Fig. 1: cells coloured by class
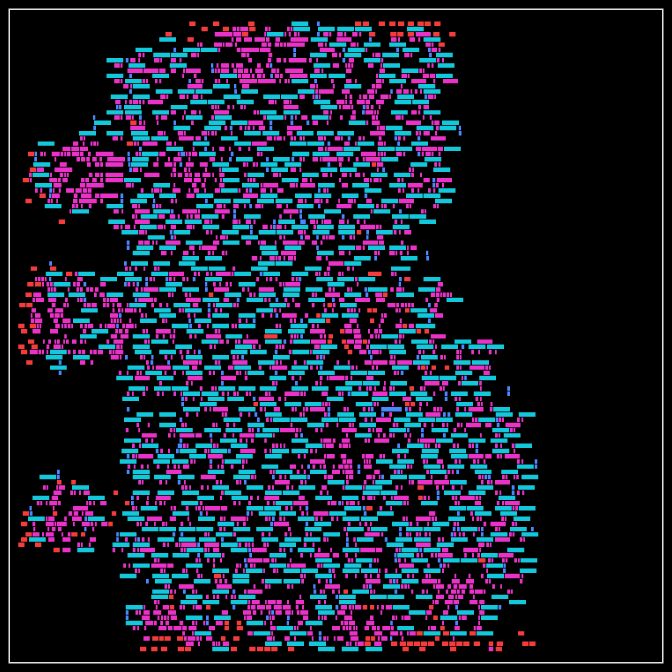
Fig. 2: clock nets
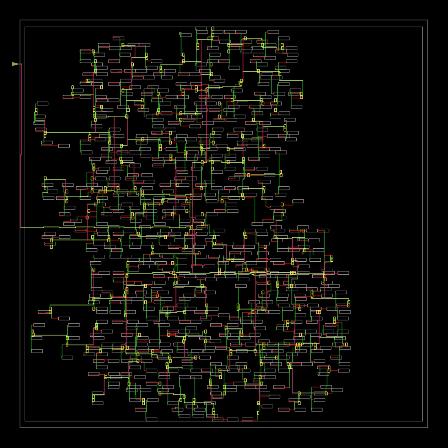
### src/rtl/max_pool_2x2_stream.sv
// -----------------------------------------------------------------------------
// max_pool_2x2_stream
//
// Streaming 2x2, stride-2 max-pooling stage for CHANNELS parallel signed
// feature maps arriving in raster order. One input vector is accepted on every
// cycle with i_feature_valid=1 (no backpressure). One pooled vector is produced
// per 2x2 window, one clock after the window's bottom-right pixel is accepted.
//
// Ports:
//   i_clk            system clock, rising edge
//   i_rst            asynchronous active-high reset
//   i_feature_valid  qualifies i_features for one cycle
//   i_features       input vector, CHANNELS x DATA_W signed
//   o_feature_valid  one-cycle pulse per pooled vector
//   o_features       pooled vector, held between pulses
//
// Build option:
//   MAX_POOL_RELU_EN  when defined, negative pooled results are output as 0.
// -----------------------------------------------------------------------------
module max_pool_2x2_stream #(
  parameter int IN_WIDTH  = 24,
  parameter int IN_HEIGHT = 24,
  parameter int CHANNELS  = 6,
  parameter int DATA_W    = 8
) (
  input  logic                     i_clk,
  input  logic                     i_rst,
  input  logic                     i_feature_valid,
  input  logic signed [DATA_W-1:0] i_features [0:CHANNELS-1],
  output logic                     o_feature_valid,
  output logic signed [DATA_W-1:0] o_features [0:CHANNELS-1]
);

  localparam int HALF_W = IN_WIDTH / 2;
  // Keep at least 2 bits so the col/2 slice below is always legal.
  localparam int COL_W  = (IN_WIDTH  > 2) ? $clog2(IN_WIDTH)  : 2;
  localparam int ROW_W  = (IN_HEIGHT > 2) ? $clog2(IN_HEIGHT) : 2;
  localparam int IDX_W  = COL_W - 1;

  // Position counters
  logic [COL_W-1:0] col_q, col_d;
  logic [ROW_W-1:0] row_q, row_d;

  // Per-channel storage
  logic signed [DATA_W-1:0] pair_q [0:CHANNELS-1];
  logic signed [DATA_W-1:0] line_q [0:HALF_W-1][0:CHANNELS-1];
  logic signed [DATA_W-1:0] out_q  [0:CHANNELS-1];
  logic                     valid_q, valid_d;

  // Combinational per-channel results
  logic signed [DATA_W-1:0] h_w   [0:CHANNELS-1];
  logic signed [DATA_W-1:0] res_w [0:CHANNELS-1];

  logic [IDX_W-1:0] lb_idx;
  logic             pair_we;
  logic             lb_we;
  logic             out_we;

  // Pixel pair index within the row doubles as the line-buffer address.
  assign lb_idx = col_q[COL_W-1:1];

  // Even columns start a horizontal pair; odd columns close it. Closing a pair
  // on an even row parks the horizontal max for the row below; on an odd row
  // it completes the 2x2 window.
  always_comb begin
    pair_we = 1'b0;
    lb_we   = 1'b0;
    out_we  = 1'b0;
    if (i_feature_valid) begin
      if (!col_q[0]) begin
        pair_we = 1'b1;
      end else if (!row_q[0]) begin
        lb_we = 1'b1;
      end else begin
        out_we = 1'b1;
      end
    end
    valid_d = out_we;
  end

  always_comb begin
    col_d = col_q;
    row_d = row_q;
    if (i_feature_valid) begin
      if (col_q == COL_W'(IN_WIDTH - 1)) begin
        col_d = '0;
        if (row_q == ROW_W'(IN_HEIGHT - 1)) begin
          row_d = '0;
        end else begin
          row_d = row_q + ROW_W'(1);
        end
      end else begin
        col_d = col_q + COL_W'(1);
      end
    end
  end

  generate
    for (genvar gi = 0; gi < CHANNELS; gi++) begin : g_ch
      logic signed [DATA_W-1:0] h;
      logic signed [DATA_W-1:0] lb_rd;
      logic signed [DATA_W-1:0] v;

      assign lb_rd = line_q[lb_idx][gi];
      // Signed compares: both operands are declared signed.
      assign h = (i_features[gi] > pair_q[gi]) ? i_features[gi] : pair_q[gi];
      assign v = (h > lb_rd) ? h : lb_rd;
      assign h_w[gi] = h;
`ifdef MAX_POOL_RELU_EN
      assign res_w[gi] = v[DATA_W-1] ? '0 : v;
`else
      assign res_w[gi] = v;
`endif
    end
  endgenerate

  always_ff @(posedge i_clk or posedge i_rst) begin
    if (i_rst) begin
      col_q   <= '0;
      row_q   <= '0;
      valid_q <= 1'b0;
      for (int ch = 0; ch < CHANNELS; ch++) begin
        pair_q[ch] <= '0;
        out_q[ch]  <= '0;
      end
      for (int e = 0; e < HALF_W; e++) begin
        for (int ch = 0; ch < CHANNELS; ch++) begin
          line_q[e][ch] <= '0;
        end
      end
    end else begin
      col_q   <= col_d;
      row_q   <= row_d;
      valid_q <= valid_d;
      for (int ch = 0; ch < CHANNELS; ch++) begin
        if (pair_we) begin
          pair_q[ch] <= i_features[ch];
        end
        if (lb_we) begin
          line_q[lb_idx][ch] <= h_w[ch];
        end
        if (out_we) begin
          out_q[ch] <= res_w[ch];
        end
      end
    end
  end

  assign o_feature_valid = valid_q;
  assign o_features      = out_q;

endmodule

### config.mk
export PLATFORM = sky130hd
export DESIGN_NAME = max_pool_2x2_stream
export DESIGN_NICKNAME = d
export VERILOG_FILES = /design/src/rtl/max_pool_2x2_stream.sv
export SDC_FILE = /design/constraint.sdc
export NUM_CORES = 2
export LEC_CHECK = 0
export CORE_MARGIN = 4
export CORE_UTILIZATION = 30
export CTS_BUF_LIST = sky130_fd_sc_hd__clkbuf_2
export CTS_CLUSTER_SIZE = 40
export DETAILED_ROUTE_END_ITERATION = 10
export PLACE_DENSITY = 0.53
export SETUP_SLACK_MARGIN = 0.1
export SLEW_MARGIN = 20
export SYNTH_ARGS = -nofsm -noshare
export SYNTH_HDL_FRONTEND = slang
export SYNTH_SLANG_ARGS = --single-unit
### constraint.sdc
create_clock -name i_clk -period 19.4 [get_ports i_clk]
set_input_delay 1.94 -clock i_clk [delete_from_list [all_inputs] [get_ports i_clk]]
set_output_delay 1.94 -clock i_clk [all_outputs]
set_load 0.005 [all_outputs]
==> summary.txt <==
yosys + openroad results -> Registers, synthesis=683, RSZ-0062 raised after global routing=false, Buffers, non-clock=158, Mean Syn Cell Area=10.7 µm², worst r2r src=col_q[1]$_DFFE_PP0P_, crit start category=input port, cells resized by post-CTS repair=0, # setup viols final=0, status=completed, Synth Flop Type=dfrtp_1, endpoints failing hold=0, kind of critical path=in -> reg, Layout non-clock buf frac=3.97%, Remaining Overflow, GRT=0, nonclk inv count=110, port buffer count=99, Worst VDD drop=0.0854 mV, first-pass iteration count of the detailed router=5, DP HPWL=53200 µm, post-layout period usage of the worst path=29.7%, top area contributor share=51.6%, CTS H-tree lvls=4, routability cong.=0.780, most common cell in the netlist=nand2_1, worst min-delay path startpoint=line_q[446]$_DFFE_PP0P_, critical-path cell list=clkdlybuf4s50_1, ha_1, and4_1, o2111a_1, nor3_2, or3b_1, o221ai_4, inv_1, ha_1, nand4_1, a21oi_1, a211oi_1, o221a_2, nor2_1, a221oi_1, clk tree area frac=4.03%, Top Layout Cells=679 x dfrtp_1, 675 x nand2_1, 442 x o21ai_0, 264 x clkbuf_2, 142 x mux4_2, Crit. Startpoint=i_features[15], Final Critical Period=5750 ps, vias in the first global route=24.1k
## Picture notes: Fig. 1
[clock drivers and dummy loads] blue | cells: 297
[registers] cyan | cells: 683
[remaining logic cells] magenta | cells: 2179
[remaining buffers and delay cells] red | cells: 158

## Picture notes: Fig. 2
CTS Buf Count: 180
Latency at later pin: 1330 ps
clk_skew: 103 ps
CTS sink count: 683

tightest hold or removal path: cells and delay by family, from the launching register on:
kind / cells / cell delay [ps]
AND-OR/OR-AND: 1 / 50
flip-flops: 1 / 350
AND/OR/NAND/NOR: 1 / 60
state kept, by name (all words and copies together) (netlist names):
signal           flops
o_features          48
col_q                5
pair_q              48
o_feature_valid      1
row_q                5
line_q             576
stage by stage:
step,utilization [%],cells,setup slack (ps),hold slack (ps)
final,33.8,4795,13650,479
after global routing,33.8,4795,13380,499
after CTS,33.8,4793,13870,482
after detailed placement,32.4,4496,12380,461
after global placement,32.4,4496,12440,455
after floorplan,-,3108,8120,444
routing by layer:
metal / GRT usage (%) / routed length [µm] / up-vias
met5: 0 / 0 / -
met4: 4.93 / 1900 / 0
met3: 3.41 / 3990 / 137
met2: 24.8 / 41100 / 415
met1: 21.6 / 42500 / 11500
li1: - / - / 11300
worst paths after layout:
path	endpoint	slack, ps	depth (start not counted)
setup / recovery	o_features[13]$_DFFE_PP0P_	13650	15
hold / removal	line_q[446]$_DFFE_PP0P_	480	2
setup reg to reg	o_features[31]$_DFFE_PP0P_	14310	11
hold reg to reg	line_q[446]$_DFFE_PP0P_	480	2
max in group asynchronous	pair_q[7]$_DFFE_PP0P_	14590	7
min in group asynchronous	line_q[277]$_DFFE_PP0P_	1180	3
power breakdown:
part	total, µW	switching, µW	internal, µW
clock	966	596	371
sequential	2330	366	1960
combinational	2400	1340	1060
cells by family after synthesis:
group	synth area share (%)
buffers and inverters	4.70
xor gates and xnor gates	0.0793
muxes	12.1
DFF	51.6
and+or+nand+nor	10.6
AOI/OAI and AO/OA	17.3
adders and majority gates	3.70
Power figures rest on the tool's default switching activity, not on a simulated workload.
